`config.mk`:
```
export PLATFORM = sky130hd
export DESIGN_NAME = seq_alu
export DESIGN_NICKNAME = d
export VERILOG_FILES = /design/src/rtl/seq_alu.sv
export SDC_FILE = /design/constraint.sdc
export NUM_CORES = 1
export LEC_CHECK = 0
export CAP_MARGIN = 10
export CORE_AREA = 10 10 95 97
export CTS_BUF_LIST = sky130_fd_sc_hd__clkbuf_8
export CTS_CLUSTER_SIZE = 28
export DETAILED_ROUTE_END_ITERATION = 10
export DIE_AREA = 0 0 105 107
export GPL_ROUTABILITY_DRIVEN = 0
export MAX_ROUTING_LAYER = met4
export SYNTH_ARGS = -nofsm -noshare
export SYNTH_HDL_FRONTEND = slang
export SYNTH_SLANG_ARGS = --single-unit
```
`constraint.sdc`:
```
create_clock -name clk -period 2.8 [get_ports clk]
set_clock_uncertainty 0.15 [all_clocks]
set_input_delay 0.56 -clock clk [delete_from_list [all_inputs] [get_ports clk]]
set_output_delay 0.56 -clock clk [all_outputs]
set_load 0.02 [all_outputs]
```
`src/rtl/seq_alu.sv`:
```
// Registered ALU with C/Z/N/V flags and a WIDTH-cycle shift-add multiplier.
// Every op completes through a one-cycle DONE state. F and the flags change only on completion.
module seq_alu #(
    parameter int WIDTH = 4
) (
    input  logic             clk,
    input  logic             reset,
    input  logic             start,
    input  logic [2:0]       S,
    input  logic [WIDTH-1:0] A,
    input  logic [WIDTH-1:0] B,
    output logic [WIDTH-1:0] F,
    output logic             C,
    output logic             Z,
    output logic             N,
    output logic             V,
    output logic             busy,
    output logic             done
);
    localparam int CW = $clog2(WIDTH) + 1;

    localparam logic [2:0] OP_ADD = 3'b000;
    localparam logic [2:0] OP_SUB = 3'b001;
    localparam logic [2:0] OP_AND = 3'b010;
    localparam logic [2:0] OP_NOT = 3'b011;
    localparam logic [2:0] OP_OR  = 3'b100;
    localparam logic [2:0] OP_XOR = 3'b101;
    localparam logic [2:0] OP_SHL = 3'b110;
    localparam logic [2:0] OP_MUL = 3'b111;

    typedef enum logic [1:0] {IDLE, MUL, DONE} state_t;

    state_t               state_q, state_d;
    logic [WIDTH-1:0]     f_q, f_d;
    logic                 c_q, c_d, z_q, z_d, n_q, n_d, v_q, v_d;
    logic [2*WIDTH-1:0]   prod_q, prod_d, mcand_q, mcand_d;
    logic [WIDTH-1:0]     mplier_q, mplier_d;
    logic [CW-1:0]        cnt_q, cnt_d;

    logic [WIDTH:0]       sum;
    logic [WIDTH-1:0]     alu_f;
    logic                 alu_c, alu_v;
    logic [2*WIDTH-1:0]   step_prod;
    logic                 accept;

    // Single-cycle result, computed straight from the inputs and registered on the accept edge.
    always_comb begin
        sum   = '0;
        alu_f = '0;
        alu_c = 1'b0;
        alu_v = 1'b0;
        case (S)
            OP_ADD: begin
                sum   = {1'b0, A} + {1'b0, B};
                alu_f = sum[WIDTH-1:0];
                alu_c = sum[WIDTH];
                alu_v = (A[WIDTH-1] == B[WIDTH-1]) && (alu_f[WIDTH-1] != A[WIDTH-1]);
            end
            OP_SUB: begin
                sum   = {1'b0, A} - {1'b0, B};
                alu_f = sum[WIDTH-1:0];
                alu_c = sum[WIDTH];
                alu_v = (A[WIDTH-1] != B[WIDTH-1]) && (alu_f[WIDTH-1] != A[WIDTH-1]);
            end
            OP_AND:  alu_f = A & B;
            OP_NOT:  alu_f = ~A;
            OP_OR:   alu_f = A | B;
            OP_XOR:  alu_f = A ^ B;
            OP_SHL:  alu_f = A << B;  // a shift of WIDTH or more clears every bit
            default: alu_f = '0;
        endcase
    end

    always_comb begin
        state_d   = state_q;
        f_d       = f_q;
        c_d       = c_q;
        z_d       = z_q;
        n_d       = n_q;
        v_d       = v_q;
        prod_d    = prod_q;
        mcand_d   = mcand_q;
        mplier_d  = mplier_q;
        cnt_d     = cnt_q;
        accept    = start && (state_q != MUL);
        step_prod = prod_q + (mplier_q[0] ? mcand_q : '0);
        case (state_q)
            IDLE, DONE: begin
                state_d = IDLE;
                if (accept) begin
                    if (S == OP_MUL) begin
                        prod_d   = '0;
                        mcand_d  = {{WIDTH{1'b0}}, A};
                        mplier_d = B;
                        cnt_d    = '0;
                        state_d  = MUL;
                    end else begin
                        f_d     = alu_f;
                        c_d     = alu_c;
                        v_d     = alu_v;
                        z_d     = (alu_f == '0);
                        n_d     = alu_f[WIDTH-1];
                        state_d = DONE;
                    end
                end
            end
            MUL: begin
                // One partial product per cycle: the multiplicand moves left and the multiplier moves right.
                prod_d   = step_prod;
                mcand_d  = mcand_q << 1;
                mplier_d = mplier_q >> 1;
                cnt_d    = cnt_q + CW'(1);
                if (cnt_q == CW'(WIDTH - 1)) begin
                    f_d     = step_prod[WIDTH-1:0];
                    c_d     = |step_prod[2*WIDTH-1:WIDTH];
                    v_d     = 1'b0;
                    z_d     = (step_prod[WIDTH-1:0] == '0);
                    n_d     = step_prod[WIDTH-1];
                    state_d = DONE;
                end
            end
            default: state_d = IDLE;
        endcase
    end

    always_ff @(posedge clk) begin
        if (reset) begin
            state_q  <= IDLE;
            f_q      <= '0;
            c_q      <= 1'b0;
            z_q      <= 1'b0;
            n_q      <= 1'b0;
            v_q      <= 1'b0;
            prod_q   <= '0;
            mcand_q  <= '0;
            mplier_q <= '0;
            cnt_q    <= '0;
        end else begin
            state_q  <= state_d;
            f_q      <= f_d;
            c_q      <= c_d;
            z_q      <= z_d;
            n_q      <= n_d;
            v_q      <= v_d;
            prod_q   <= prod_d;
            mcand_q  <= mcand_d;
            mplier_q <= mplier_d;
            cnt_q    <= cnt_d;
        end
    end

    assign F    = f_q;
    assign C    = c_q;
    assign Z    = z_q;
    assign N    = n_q;
    assign V    = v_q;
    assign busy = (state_q == MUL);
    assign done = (state_q == DONE);
endmodule

```
==> images/power_grid.png <==
Bar = 20 µm. Pins as bars on the die edge.
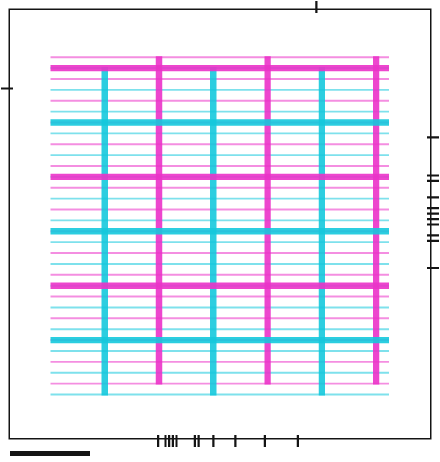
Key: cyan = VSS; magenta = VDD
32 met1 rails follow the rows. 6 straps on met4. 6 straps on met5. The core has 31 rows.

==> images/placement_by_type.png <==
Bar = 20 µm.
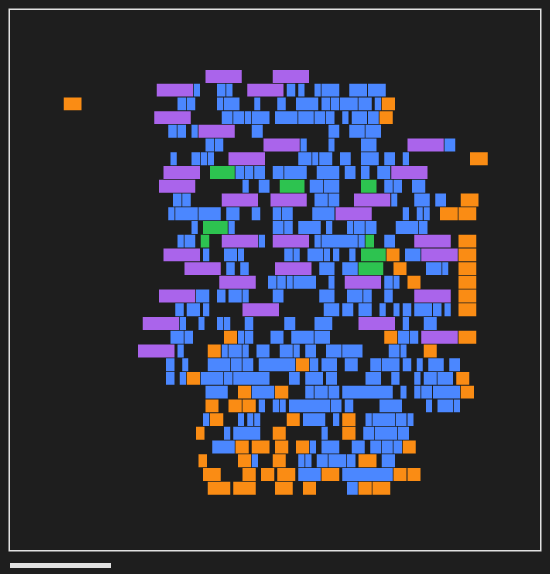
Key: purple = flops [cells 32]; orange = other buffers and delay cells [cells 58]; blue = combinational and other logic [cells 263]; green = clock drivers and dummy loads [cells 8]
Final Util: 43.53%
Seq area share: 20.62%
Core ar.: 0.007137 mm²
site row count: 31
fin area: 0.003107 mm²

==> job_summary.md <==
### Metrics collected by this job

| Metric | Value |
|---|---|
| Status | `complete, no violations` |
| Leakage Power | `between 1 and 1.5 nW` |
| Hold-fix buffers at CTS | `0` |
| Clkbuf count | `5` |
| Internal reg-to-reg setup slack | `between 0.2 and 0.3 ns` |
| Commonest cells in the netlist | `dfxtp_1 (32), nor2_1 (31), a21oi_1 (27), nand2_1 (27), inv_1 (23)` |
| Logic pwr share | `25.4%` |
| R2r startpoint | `mplier_q[0]` |
| OpenROAD warning count | `35` |
| Minimum clock period | `between 2 and 3 ns` |
| Cell class ranked first by area | `multi-input combinational cells` |
| Routed wl met3 | `around 350 µm` |
| M1 WL | `~3200 µm` |
| CP endpoint kind | `flop` |
| Sequential power | `0.000481 W` |
| FMAX | `~380 MHz` |
| Vias/cell | `approximately 5.1` |
| Yosys cell count | `roughly 310` |
| Hold_ws | `around 0.31 ns` |
| Sw frac | `29.67%` |
| Fin nets | `between 300 and 400` |
| Combinational gate area | `between 0.0015 and 0.002 mm²` |
| Synth Cell Area | `about 0.0025 mm²` |
| Grt met1 use | `between 10% and 20%` |
| Pins Over Slew Limit | `0` |
| Distinct cell type count after synthesis | `a little under 60` |
| Worst setup SP type | `primary input` |
| Crit-path max FO | `3` |
| Logic power comb | `around 0.00028 W` |
| Clk Latency, worst-skew pair | `0.28 ns` |
| # resized after CTS | `6` |
| Starting DRT DRC Count | `140` |
| Yosys stat chip area | `~0.0025 mm²` |
| GRT Resource Usage Total | `between 10% and 20%` |
| Hold Fails Final Rpt | `0` |
| Met2 Use GR | `19.72%` |
| Buf/Inv on CP | `3` |
| Internal | `0.0007822 W` |
| Top cell area share | `25.96%` |
| Most used cell, CP | `inv_1` |
| Post-synth EDFFs | `0` |
| Vias | `~2.4k` |
| Worst slew pin tran | `about 0.53 ns` |
| Power per cell area | `358.0 mW/mm²` |
| Avg Inst Size Synth | `7.908 µm²` |
| Final worst slack | `between 0.1 and 0.15 ns` |
| Period utilization | `between 90% and 100%` |
| Crit path depth | `9` |
| Main synth FF type | `dfxtp_1` |
| Most common cell in the synthesized netlist | `dfxtp_1` |
| Seq_cells | `32` |
| Crit-path leading delay family | `adder cells` |
| First-pass GRT wire length | `between 10000 and 15000 µm` |
| Top Layer Used | `met4` |
| Pre-antenna DRT Iters | `4` |
| Logic share of the area | `approximately 54%` |
| Routed Antenna Nets | `0` |
| Crit path from | `A[0]` |
| DRC errors left | `0` |
| Pwr top | `registers` |
| Worst hold start | `F[0]` |
| Routed wire length | `roughly 6500 µm` |
| Unrepaired setup endpoints after global routing | `no` |
Power figures rest on the tool's default switching activity, not on a simulated workload.
